**config.mk**
```make
export PLATFORM = sky130hd
export DESIGN_NAME = wdt_service_sequencer
export DESIGN_NICKNAME = d
export VERILOG_FILES = /design/src/rtl/wdt_service_sequencer.sv
export SDC_FILE = /design/constraint.sdc
export NUM_CORES = 1
export LEC_CHECK = 0
export ABC_CLOCK_PERIOD_IN_PS = 3500
export CAP_MARGIN = 10
export CORE_MARGIN = 10
export CORE_UTILIZATION = 35
export DETAILED_ROUTE_END_ITERATION = 6
export PLACE_DENSITY = 0.52
export SYNTH_ARGS = -nofsm -noshare
export SYNTH_HDL_FRONTEND = slang
export SYNTH_SLANG_ARGS = --single-unit
```
**constraint.sdc**
```tcl
create_clock -name CLK -period 3.5 [get_ports CLK]
set_clock_uncertainty 0.15 [all_clocks]
set_input_delay 1.05 -clock CLK [delete_from_list [all_inputs] [get_ports CLK]]
set_output_delay 1.05 -clock CLK [all_outputs]
set_load 0.01 [all_outputs]
```
**src/rtl/wdt_service_sequencer.sv**
```systemverilog
// -----------------------------------------------------------------------------
// wdt_service_sequencer
//
// Host-side controller for the watchdog_top ABUS/DBUS register interface.
// On START it unlocks the watchdog (16'hAAAA held UNLOCK_HOLD cycles, then
// 16'h5555), writes the frame-window, service-window and reset-limit
// registers, then services the watchdog at the centre of every service
// window. A reported failure (WDFAIL or RSTOUT) parks the FSM in FAULT until
// firmware relaunches it with another START.
//
// Ports:
//   CLK         system clock, rising edge
//   RST         asynchronous active-low reset
//   START       one-cycle launch pulse (honoured in IDLE, CFG_ERR, FAULT)
//   STOP        level; leaves RUN back to IDLE
//   CFG_FW      frame window length, sampled on START
//   CFG_SW      service window length, sampled on START
//   CFG_RL      reset limit, sampled on START
//   WDFAIL      watchdog failure flag
//   RSTOUT      watchdog reset output
//   ABUS        register address to the watchdog
//   DBUS        register data to the watchdog
//   BUSY        high outside IDLE / CFG_ERR / FAULT
//   CONFIGURED  high while in RUN
//   FAULT       high in FAULT
//   CFG_ERR_O   high in CFG_ERR
//   SVC_CNT     services issued since the last START, saturating
// -----------------------------------------------------------------------------
module wdt_service_sequencer #(
    parameter int unsigned UNLOCK_HOLD = 3,
    parameter logic [15:0] SVC_KEY     = 16'h0000,
    parameter logic [2:0]  IDLE_ABUS   = 3'b111
) (
    input  logic        CLK,
    input  logic        RST,
    input  logic        START,
    input  logic        STOP,
    input  logic [15:0] CFG_FW,
    input  logic [15:0] CFG_SW,
    input  logic [15:0] CFG_RL,
    input  logic        WDFAIL,
    input  logic        RSTOUT,
    output logic [2:0]  ABUS,
    output logic [15:0] DBUS,
    output logic        BUSY,
    output logic        CONFIGURED,
    output logic        FAULT,
    output logic        CFG_ERR_O,
    output logic [7:0]  SVC_CNT
);

    typedef enum logic [3:0] {
        S_IDLE,
        S_CFG_ERR,
        S_UNLOCK_A,
        S_UNLOCK_B,
        S_WR_FW,
        S_WR_SW,
        S_WR_RL,
        S_WR_PAD,
        S_RUN,
        S_SERVICE,
        S_FAULT
    } state_t;

    localparam logic [2:0] ADDR_FW  = 3'b000;  // also the unlock address
    localparam logic [2:0] ADDR_SW  = 3'b001;
    localparam logic [2:0] ADDR_SVC = 3'b010;  // also the pad write
    localparam logic [2:0] ADDR_RL  = 3'b011;

    localparam logic [3:0] HOLD_LAST = 4'(UNLOCK_HOLD - 1);

    state_t      state;
    state_t      next_state;
    logic [3:0]  hold_cnt;
    logic [15:0] frame_cnt;
    logic [15:0] cfg_fw_q;
    logic [15:0] cfg_sw_q;
    logic [15:0] cfg_rl_q;
    logic [15:0] svc_thr;
    logic        start_accept;
    logic        cfg_valid;
    logic        wd_fail;
    logic        svc_due;

    logic [2:0]  abus_d;
    logic [15:0] dbus_d;
    logic        busy_d;
    logic        configured_d;
    logic        fault_d;
    logic        cfg_err_d;

    assign start_accept = START && (state == S_IDLE || state == S_CFG_ERR || state == S_FAULT);
    assign cfg_valid    = (CFG_FW >= 16'd2) && (CFG_SW != 16'd0) && (CFG_SW <= CFG_FW);
    assign wd_fail      = WDFAIL || RSTOUT;

    // Service lands at the centre of the service window. Validation keeps
    // SW <= FW and FW >= 2, so this never underflows.
    assign svc_thr = cfg_fw_q - 16'd1 - (cfg_sw_q >> 1);
    assign svc_due = (frame_cnt == svc_thr);

    // ---------------------------------------------------------------- state register
    // NOTE: sequential state uses non-blocking assignments so every register
    // samples the pre-edge values regardless of statement order.
    always_ff @(posedge CLK or negedge RST) begin
        if (!RST) begin
            state <= S_IDLE;
        end else begin
            state <= next_state;
        end
    end

    // ---------------------------------------------------------------- next state
    // NOTE: next_state gets a default before the case so no path leaves it
    // unassigned, which would otherwise infer a latch.
    always_comb begin
        next_state = state;
        case (state)
            S_IDLE, S_CFG_ERR, S_FAULT: begin
                if (START) begin
                    next_state = cfg_valid ? S_UNLOCK_A : S_CFG_ERR;
                end
            end
            S_UNLOCK_A: if (hold_cnt == HOLD_LAST) next_state = S_UNLOCK_B;
            S_UNLOCK_B: next_state = S_WR_FW;
            S_WR_FW:    next_state = S_WR_SW;
            S_WR_SW:    next_state = S_WR_RL;
            S_WR_RL:    next_state = S_WR_PAD;
            S_WR_PAD:   next_state = S_RUN;
            S_RUN: begin
                // Failure beats STOP, and STOP beats a service due this cycle.
                if (wd_fail) begin
                    next_state = S_FAULT;
                end else if (STOP) begin
                    next_state = S_IDLE;
                end else if (svc_due) begin
                    next_state = S_SERVICE;
                end
            end
            S_SERVICE: begin
                // A threshold of 0 (period of one cycle) keeps servicing back to back.
                if (wd_fail) begin
                    next_state = S_FAULT;
                end else if (svc_due) begin
                    next_state = S_SERVICE;
                end else begin
                    next_state = S_RUN;
                end
            end
            default: next_state = S_IDLE;
        endcase
    end

    // ---------------------------------------------------------------- datapath
    always_ff @(posedge CLK or negedge RST) begin
        if (!RST) begin
            hold_cnt  <= '0;
            frame_cnt <= '0;
            cfg_fw_q  <= '0;
            cfg_sw_q  <= '0;
            cfg_rl_q  <= '0;
            SVC_CNT   <= '0;
        end else begin
            hold_cnt <= (state == S_UNLOCK_A) ? hold_cnt + 4'd1 : 4'd0;

            // The SERVICE cycle itself counts as frame cycle 0, so the
            // service-to-service period is FW-(SW>>1) cycles.
            if (state == S_WR_PAD || next_state == S_SERVICE) begin
                frame_cnt <= '0;
            end else if (state == S_RUN || state == S_SERVICE) begin
                frame_cnt <= frame_cnt + 16'd1;
            end

            if (start_accept) begin
                cfg_fw_q <= CFG_FW;
                cfg_sw_q <= CFG_SW;
                cfg_rl_q <= CFG_RL;
                SVC_CNT  <= '0;
            end else if (next_state == S_SERVICE && SVC_CNT != 8'hFF) begin
                SVC_CNT <= SVC_CNT + 8'd1;
            end
        end
    end

    // ---------------------------------------------------------------- outputs
    // Decoded from next_state and registered, so the bus value for a state
    // is on the pins during the cycle the FSM occupies that state.
    always_comb begin
        abus_d       = IDLE_ABUS;
        dbus_d       = 16'h0000;
        busy_d       = 1'b1;
        configured_d = 1'b0;
        fault_d      = 1'b0;
        cfg_err_d    = 1'b0;
        case (next_state)
            S_IDLE:     busy_d = 1'b0;
            S_CFG_ERR:  begin busy_d = 1'b0; cfg_err_d = 1'b1; end
            S_FAULT:    begin busy_d = 1'b0; fault_d   = 1'b1; end
            S_UNLOCK_A: begin abus_d = ADDR_FW;  dbus_d = 16'hAAAA; end
            S_UNLOCK_B: begin abus_d = ADDR_FW;  dbus_d = 16'h5555; end
            S_WR_FW:    begin abus_d = ADDR_FW;  dbus_d = cfg_fw_q; end
            S_WR_SW:    begin abus_d = ADDR_SW;  dbus_d = cfg_sw_q; end
            S_WR_RL:    begin abus_d = ADDR_RL;  dbus_d = cfg_rl_q; end
            S_WR_PAD:   begin abus_d = ADDR_SVC; dbus_d = 16'h0000; end
            S_RUN:      configured_d = 1'b1;
            S_SERVICE:  begin abus_d = ADDR_SVC; dbus_d = SVC_KEY; configured_d = 1'b1; end
            default:    busy_d = 1'b0;
        endcase
    end

    always_ff @(posedge CLK or negedge RST) begin
        if (!RST) begin
            ABUS       <= IDLE_ABUS;
            DBUS       <= 16'h0000;
            BUSY       <= 1'b0;
            CONFIGURED <= 1'b0;
            FAULT      <= 1'b0;
            CFG_ERR_O  <= 1'b0;
        end else begin
            ABUS       <= abus_d;
            DBUS       <= dbus_d;
            BUSY       <= busy_d;
            CONFIGURED <= configured_d;
            FAULT      <= fault_d;
            CFG_ERR_O  <= cfg_err_d;
        end
    end

endmodule
```
Figure 1. Metal layers overlaid.
Bar = 50 um.
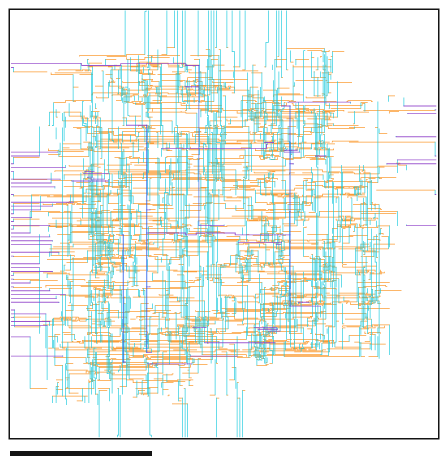
- M1: orange (wire length 8730 um)
- M2: cyan (wire length 8130 um)
- M3: purple (wire length 853 um)
- M4: blue (wire length 252 um)

==> CHANGELOG.md <==
### Changed

- First drt pass iteration count: 4
- Pin count of the biggest net entering global routing: roughly 80
- CP Launch Type: input port
- Most frequent cells in the layout: dfrtp_1, buf_4, nand2_1
- Vias/cell: 5.23
- Slew at the pin with the worst max-slew slack: 0.699 ns
- Dominant cell type by area after synthesis: dfrtp_1
- P_leak: ~3.8 nW
- Final Core Density: 49.4%
- Avg Inst Size Synth: 9.86 um^2
- Seq area share: 31.3%
- Fin Setup TNS: 0 ns
- Seq pwr: 0.00200 W
- Worst Hold Path EP: hold_cnt[0]$_DFF_PN0_
- Initial antenna violation count: 0
- Comb/total area: a little over two fifths
- Synth top area share: 41.5%
- Cell family with most CP delay: simple AND/OR/NAND/NOR gates
- Internal: between 0.004 and 0.005 W
- CP required: 3.59 ns
- Met3 wire length: 852 um
- Status: complete, no violations
Figure 2. The clock network.
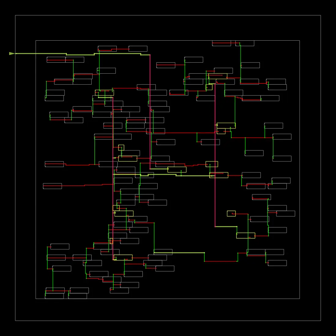
CTS sink cnt: 103
CTS Buf Count: 9
Clk. pwr: 0.00103 W

Power is estimated from default activity; no workload was simulated.
